==> config.mk <==
export PLATFORM = sky130hd
export DESIGN_NAME = xor_share_arbiter
export DESIGN_NICKNAME = d
export VERILOG_FILES = /design/src/rtl/xor_share_arbiter.sv
export SDC_FILE = /design/constraint.sdc
export NUM_CORES = 1
export LEC_CHECK = 0
export ABC_AREA = 0
export CAP_MARGIN = 20
export CORE_ASPECT_RATIO = 1.1
export CORE_MARGIN = 5
export CORE_UTILIZATION = 40
export DETAILED_ROUTE_END_ITERATION = 10
export HOLD_SLACK_MARGIN = 0.08
export PLACE_DENSITY = 0.89
export SLEW_MARGIN = 20
export SYNTH_ARGS = -nofsm -noshare
export SYNTH_HDL_FRONTEND = slang
export SYNTH_SLANG_ARGS = --single-unit
==> constraint.sdc <==
create_clock -name clk -period 2.5 [get_ports clk]
set_clock_uncertainty 0.15 [all_clocks]
set_input_delay 0.25 -clock clk [delete_from_list [all_inputs] [get_ports clk]]
set_output_delay 0.25 -clock clk [all_outputs]
set_load 0.02 [all_outputs]
==> src/rtl/xor_share_arbiter.sv <==
// ----------------------------------------------------------------------------
// xor_share_arbiter
//
// Round-robin arbiter/sequencer that shares one external 8-bit XOR datapath
// among N_REQ requesters. The winner's operands are latched and driven to the
// XOR unit, the result is captured one cycle later, and completion is
// signalled with a one-hot DONE pulse. One operation every three cycles:
// IDLE (arbitrate + latch) -> EXEC (capture) -> DONE (commit priority).
//
// Parameters
//   N_REQ : number of requesters (2..8)
//   IDW   : owner/pointer register width, clog2(N_REQ), at least 1
//
// Ports
//   clk   in  1        rising-edge clock
//   reset in  1        synchronous, active-high
//   REQ   in  N_REQ    per-requester request
//   A_IN  in  8*N_REQ  operand A, requester i at [8i+7:8i]
//   B_IN  in  8*N_REQ  operand B, same packing
//   LOCK  in  N_REQ    per-requester lock (only with XOR_ARB_LOCK_EN)
//   GNT   out N_REQ    one-hot grant pulse (operands latched)
//   DONE  out N_REQ    one-hot completion pulse
//   R     out 8        result register
//   XA    out 8        operand A to the XOR unit
//   XB    out 8        operand B to the XOR unit
//   XS    in  8        XOR unit result (combinational from XA/XB)
//
// Build option
//   XOR_ARB_LOCK_EN : adds LOCK; a locked, requesting owner keeps winning.
// ----------------------------------------------------------------------------
module xor_share_arbiter #(
    parameter int N_REQ = 4,
    parameter int IDW   = 2
) (
    input  logic               clk,
    input  logic               reset,
    input  logic [N_REQ-1:0]   REQ,
    input  logic [8*N_REQ-1:0] A_IN,
    input  logic [8*N_REQ-1:0] B_IN,
`ifdef XOR_ARB_LOCK_EN
    input  logic [N_REQ-1:0]   LOCK,
`endif
    output logic [N_REQ-1:0]   GNT,
    output logic [N_REQ-1:0]   DONE,
    output logic [7:0]         R,
    output logic [7:0]         XA,
    output logic [7:0]         XB,
    input  logic [7:0]         XS
);

    typedef enum logic [1:0] {
        S_IDLE,
        S_EXEC,
        S_DONE
    } state_e;

    state_e             state_q, state_d;
    logic [N_REQ-1:0]   gnt_q, gnt_d;
    logic [N_REQ-1:0]   done_q, done_d;
    logic [7:0]         r_q, r_d;
    logic [7:0]         xa_q, xa_d;
    logic [7:0]         xb_q, xb_d;
    logic [IDW-1:0]     owner_q, owner_d;
    logic [IDW-1:0]     ptr_q, ptr_d;

    logic [IDW-1:0]     win;
    logic [IDW-1:0]     cand;
    logic               found;
    int unsigned        cand_n;

    // State register plus all datapath registers.
    always_ff @(posedge clk) begin
        if (reset) begin
            state_q <= S_IDLE;
            gnt_q   <= '0;
            done_q  <= '0;
            r_q     <= '0;
            xa_q    <= '0;
            xb_q    <= '0;
            owner_q <= '0;
            ptr_q   <= IDW'(N_REQ - 1);
        end else begin
            state_q <= state_d;
            gnt_q   <= gnt_d;
            done_q  <= done_d;
            r_q     <= r_d;
            xa_q    <= xa_d;
            xb_q    <= xb_d;
            owner_q <= owner_d;
            ptr_q   <= ptr_d;
        end
    end

    // Next-state logic.
    always_comb begin
        state_d = state_q;
        case (state_q)
            S_IDLE:  if (|REQ) state_d = S_EXEC;
            S_EXEC:  state_d = S_DONE;
            S_DONE:  state_d = S_IDLE;
            default: state_d = S_IDLE;
        endcase
    end

    // Winner search: first set REQ bit starting at ptr+1, wrapping modulo
    // N_REQ (non-power-of-two N_REQ makes a plain IDW-bit wrap unusable).
    always_comb begin
        win    = ptr_q;
        found  = 1'b0;
        cand   = '0;
        cand_n = 0;
        for (int unsigned i = 1; i <= N_REQ; i++) begin
            cand_n = 32'(ptr_q) + i;
            if (cand_n >= N_REQ) cand_n = cand_n - N_REQ;
            cand = IDW'(cand_n);
            if (!found && REQ[cand]) begin
                win   = cand;
                found = 1'b1;
            end
        end
`ifdef XOR_ARB_LOCK_EN
        // A locked owner that is still requesting overrides rotation.
        if (REQ[owner_q] && LOCK[owner_q]) begin
            win = owner_q;
        end
`endif
    end

    // Output / datapath next values.
    always_comb begin
        gnt_d   = '0;
        done_d  = '0;
        r_d     = r_q;
        xa_d    = xa_q;
        xb_d    = xb_q;
        owner_d = owner_q;
        ptr_d   = ptr_q;
        case (state_q)
            S_IDLE: begin
                if (|REQ) begin
                    owner_d = win;
                    for (int unsigned i = 0; i < N_REQ; i++) begin
                        if (IDW'(i) == win) begin
                            xa_d     = A_IN[8*i +: 8];
                            xb_d     = B_IN[8*i +: 8];
                            gnt_d[i] = 1'b1;
                        end
                    end
                end
            end
            S_EXEC: begin
                r_d = XS;
                for (int unsigned i = 0; i < N_REQ; i++) begin
                    done_d[i] = (IDW'(i) == owner_q);
                end
            end
            S_DONE: begin
                // Priority credit is only committed once the operation completes.
                ptr_d = owner_q;
            end
            default: ;
        endcase
    end

    assign GNT  = gnt_q;
    assign DONE = done_q;
    assign R    = r_q;
    assign XA   = xa_q;
    assign XB   = xb_q;

endmodule

### Signal metal coverage by tile

16 x 18 tiles, from dark blue (low) to red (high), scaled to the fullest tile. Values are wire area over tile area, all layers added.
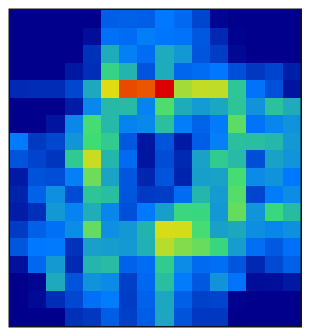
- emptiest ninth of the die: north-west
- nearly empty tiles: 17%
- fullest tile: 0.67
- tiles over half the peak: 8.0%
- mean over tiles: 0.16
via count: 2176
GRT Total Usage: 0.192
Avg WL per Cell: 16.8 um
overall routed net length: 6.77 mm

### Cell placement

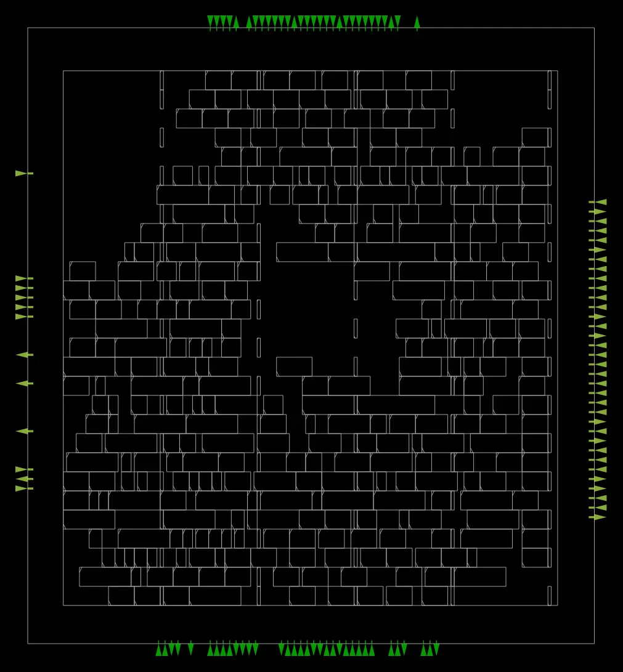
placeable core area: 0.00536 sq mm
count of placed standard cells in the final layout, fillers left out: 404
tap cell instance count: 75

### Nets reached from selected ports

The bar under the picture is 20 um long.
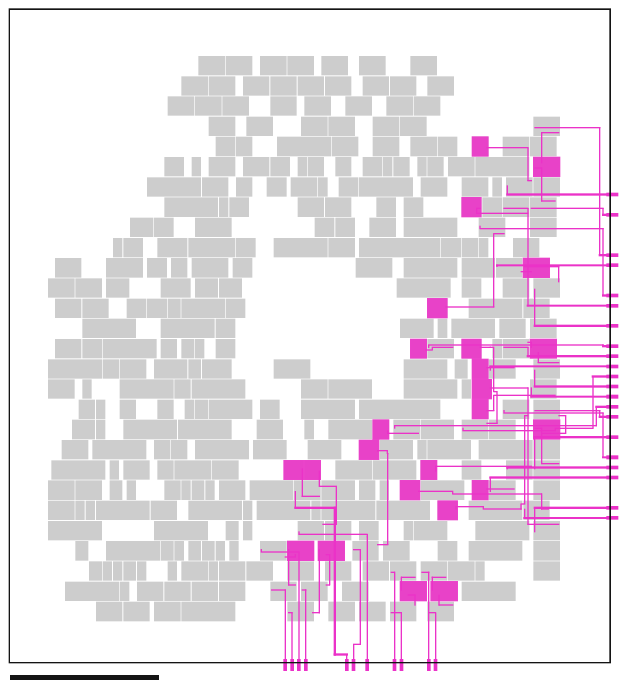
- magenta: A_IN (bits 32; direction input; edge 21 east, 11 south; end cells 24; buffers 32; wire 807 um)
count of boundary I/O pins: 110
Buffers on Ports: 109

==> run notes <==
Implementation numbers.

- The area growth from synthesis to final layout reads 55.1%.
- The sequential cell area in the final layout reads ~760 sq um.
- In the final design database the tool counted around 410 nets.
- The TritonCTS clock tree is yes.
- The capture point of the worst path is XB[3]$_SDFFE_PP0P_.
- The worst path needs between 2 and 2.5 ns of the cycle, external delays included.
- Per STA, the worst path is made up of clkdlybuf4s50_1 -> nor3_1 -> a31oi_2 -> nor3_4 -> a21bo_2 -> o211ai_1.
- The total inserted antenna cells is 0.
- Of all the cell area in the finished design, non-clock buffers hold 0.336.
- The setup TNS is 0 ns.
- The fraction of area in multi-input gates is 0.373.
- The data arrival at the endpoint of the critical path is 2.12 ns.
- Per the OpenROAD timing report, the critical path contains 6 cells.
- The register bit count reported by yosys is 38.
- Setup repair after global routing left no endpoint under its margin.
- The transition time recorded at the tightest slew-check pin is around 0.7 ns.
- The delay of the slowest cell on the worst path is 0.60 ns.
- The classification of the worst-slack hold path is reg -> reg.
- The start of the worst register-to-register path reads ptr_q[1]$_SDFFE_PP1N_.
- The number of cells traversed by the worst register-to-register path reads 5.
- The upper clock frequency limit is 486 MHz.
- The timing report shows that the slowest cell on the worst path is nor3_4.
- The clock root buffer master reads clkbuf_8.
- Per the layout report, the design carries 447 filler cells.
- The number of setup buffers added after CTS reads 0.
- The insertion delay to the later sink of the worst-skew pair reads 0.30 ns.
- The final tally of hold violations is 0.
- The post-synthesis cell count from yosys is roughly 220.
- The count of synthesis-stage warnings from yosys reads 0.
- The clock net sink count is 38.
- The final layout report lists a clock buffer count of 5.
- Clock tree synthesis inserted a total of 5 buffers.
- The clock distribution area overhead in the final layout reads 0.0404.
- Per the CTS log, the maximum H-tree level is 2.
- The final worst-path cycle share is 0.823.
- The post-synthesis chip area from yosys reads 0.00220 sq mm.
- The number of DRC markers in iteration 0 reads 111.
- For flop-to-flop paths, the worst setup slack is 0.47 ns.
- The data required time at the worst endpoint is ~2.6 ns.
- Entering global routing, the biggest net connects 20 pins.
- For this run, the register share of the synthesized area comes to 0.346.
- Per the final report, max-transition violations number 0.
- The run finished with clean final reports.
- The biggest slice of the area belongs to multi-input combinational cells.
- For this run, the final setup violation count is recorded as 0.
- The number of global-route vias before repair reads 2254.
- The summed instance area of the synthesized netlist is roughly 0.0022 sq mm.
- The leakage component of the power reads 1.33 nW.
- The power consumption reads 1.95 mW.
- After detailed routing, the number of remaining DRC violations is 0.
- The number of logged tool warnings reads 26.
- Nets still carrying antenna violations after routing amount to 0.
- The wire length of the first global-routing pass is 10.6 mm.
- The launching element of the worst setup path is REQ[3].
- The area of the multi-input gates reads 0.00127 sq mm.
- At floorplan, the net count of the design was reported as 302.
- The synthesized area per cell reads 9.81 sq um.
- The number of resized instances in the post-cts repair step reads 0.
- The power density relative to cell area reads approximately 570 mW/mm^2.
- The start-to-end type of the worst setup path is in -> reg.
- According to the cell report, the number of logic gates is 167.
- The maximum fanout along the worst path reads 18.
- The starting density of the core is 0.410.
- The first-pass iteration count of the detailed router reads 4.
- The mean number of vias per cell reads about 5.4.
- Per the layout report, the design carries between 100 and 150 non-clock buffers.
- The worst setup path is launched from an input port.
- Max-cap violations in this run came to 0.
- The inverter count of the layout excluding clock inverters reads 0.
- The family of cells with the greatest summed delay on the critical path reads simple AND/OR/NAND/NOR gates.
- The buffering stage count on the worst path with inverters included is 1.
- The number of antenna violations at the first check in global routing came to 0.
- The maximum clock path buffer count is 2.
- Per the timing report, the most critical flop-to-flop path finishes at XB[3]$_SDFFE_PP0P_.
- The die covers roughly 0.007 sq mm.
- The count of hold-fix buffers inserted at cts reads 0.
- In the Yosys stats the netlist draws on 40 distinct library cells.
- The count of flip-flops and latches reads 38.
- The clock-pin slew of the registers on the worst-case setup and hold paths is roughly 0.08 ns.
- The detailed placer's ending HPWL is 4.88 mm.
- The slew check shows that the tightest pin keeps a relative margin of 0.541.
- The global placer's final weighted congestion is 0.750.
- The global route stage reports its total congestion overflow as 0.
- The capturing element type of the critical path reads a flip-flop.
- The fraction of layout instances using a drive strength above 1 is 0.161.
- The cell count after synthesis is 224.
### Floorplan with the power grid

The bar under the picture is 20 um long. Pins as bars on the die edge. Tap cells in grey.
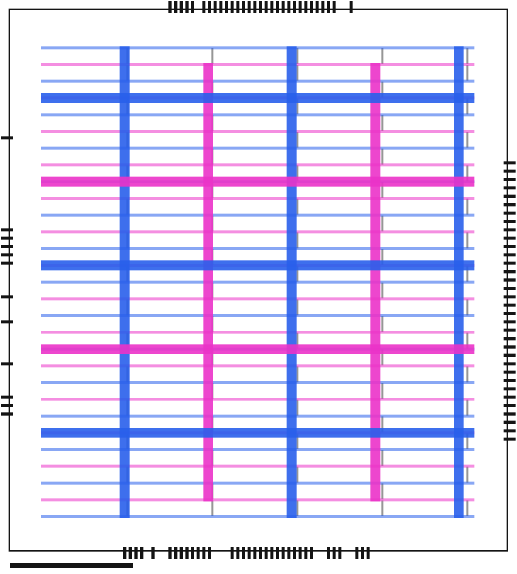
- magenta: VDD
- blue: VSS
- met5 straps: 5
- tap cells: 75
Chip Width: 80.7 um
die outline height: 87.7 um
Peak supply drop: 0.375 mV

### Cells coloured by class

Fill, decap, tap and diode cells in grey.
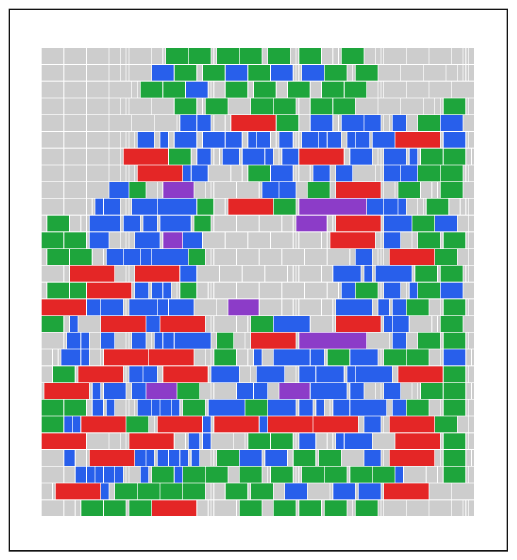
- green: remaining buffers and delay cells (cells 116; share of their area 35%)
- purple: clock drivers and dummy loads (cells 8; share of their area 4.2%)
- red: sequential cells (cells 38; share of their area 23%)
- blue: combinational and other logic (cells 167; share of their area 38%)
utilization after layout: 0.636
final standard cell area without fillers: 0.00341 sq mm
Site Rows: 28
Seq/total area: 0.223

==> metrics by stage <==
step                      area, sq um  hold WS (ns)  utilization  instances  setup slack, ns
final                            3410         0.305        0.636        404            0.441
after global routing             3410         0.330        0.636        404            0.322
after CTS                        3410         0.308        0.636        404            0.439
after detailed placement         3270         0.296        0.610        396            0.130
after global placement           3270         0.292        0.610        396            0.192
after floorplan                  2200         0.236            -        224            0.767
==> worst min path at each step <==
stage	startpoint	endpoint	slack [ns]	cells after the start
finish	R[5]$_SDFFE_PP0N_	R[5]$_SDFFE_PP0N_	0.31	2
floorplan	XS[0]	R[0]$_SDFFE_PP0N_	0.24	2
global route	R[4]$_SDFFE_PP0N_	R[4]$_SDFFE_PP0N_	0.33	2
global placement	R[0]$_SDFFE_PP0N_	R[0]$_SDFFE_PP0N_	0.29	2
CTS	R[5]$_SDFFE_PP0N_	R[5]$_SDFFE_PP0N_	0.31	2
detailed placement	R[5]$_SDFFE_PP0N_	R[5]$_SDFFE_PP0N_	0.30	2
==> cells by family after synthesis <==
kind of cell	Yosys count	share of synthesized area
mux	18	0.0820
compound gates	65	0.277
buf+inv	19	0.0752
simple gates	84	0.219
flops	38	0.346
==> where the power goes <==
part,internal (mW),switching (mW)
Combinational,0.330,0.284
Clock,0.400,0.231
Sequential,0.668,0.0393
Total,1.40,0.555
==> worst min-delay path, stage by stage, from the launching register on <==
cell and delay (ns):
dfxtp_1 0.31, nand2_1 0.05, a21oi_1 0.05
==> sequential cells by signal, summed over array words and instances, names as in the netlist <==
name	cells
XB	8
owner_q	2
ptr_q	2
GNT	4
state_q	2
XA	8
R	8
DONE	4
==> cell usage after synthesis (all sizes together) <==
cell type / n / area (sq um)
a21bo: 16 / 210
a21o: 3 / 22.5
a21oi: 13 / 83.8
a31oi: 1 / 12.5
and2: 2 / 15.0
and3: 1 / 6.26
and3b: 1 / 8.76
buf: 15 / 136
clkbuf: 4 / 28.8
dfxtp: 38 / 761
mux2i: 18 / 180
nand2: 37 / 154
nand2b: 8 / 65.1
nand3: 2 / 22.5
nand3b: 2 / 15.0
nand4: 16 / 100
nor2: 7 / 31.3
nor2b: 1 / 6.26
nor3: 4 / 31.3
nor4: 1 / 6.26
nor4b: 1 / 8.76
o211ai: 16 / 160
o31ai: 16 / 120
or4: 1 / 11.3
==> routing by layer <==
layer | track usage | wire length, um | up-vias
li1 | - | - | 1031
met1 | 0.212 | 2530 | 1021
met2 | 0.349 | 3470 | 105
met3 | 0.0473 | 562 | 19
met4 | 0.0829 | 204 | 0
met5 | 0 | 0 | -
==> placed cells by master (no fill, tap or decap), types with 3 or more instances in the layout <==
| master | instances |
|---|---|
| nand4_1 | 16 |
| o211ai_1 | 8 |
| nand2b_1 | 6 |
| a21oi_1 | 10 |
| clkbuf_8 | 5 |
| a21o_1 | 3 |
| o31ai_1 | 16 |
| nor3_1 | 3 |
| mux2i_1 | 18 |
| clkdlybuf4s50_1 | 109 |
| a21bo_2 | 7 |
| nor2_1 | 5 |
| a21bo_4 | 8 |
| dfxtp_1 | 38 |
| buf_4 | 7 |
| o211ai_2 | 8 |
| nand2_1 | 35 |
Power figures rest on the tool's default switching activity, not on a simulated workload.
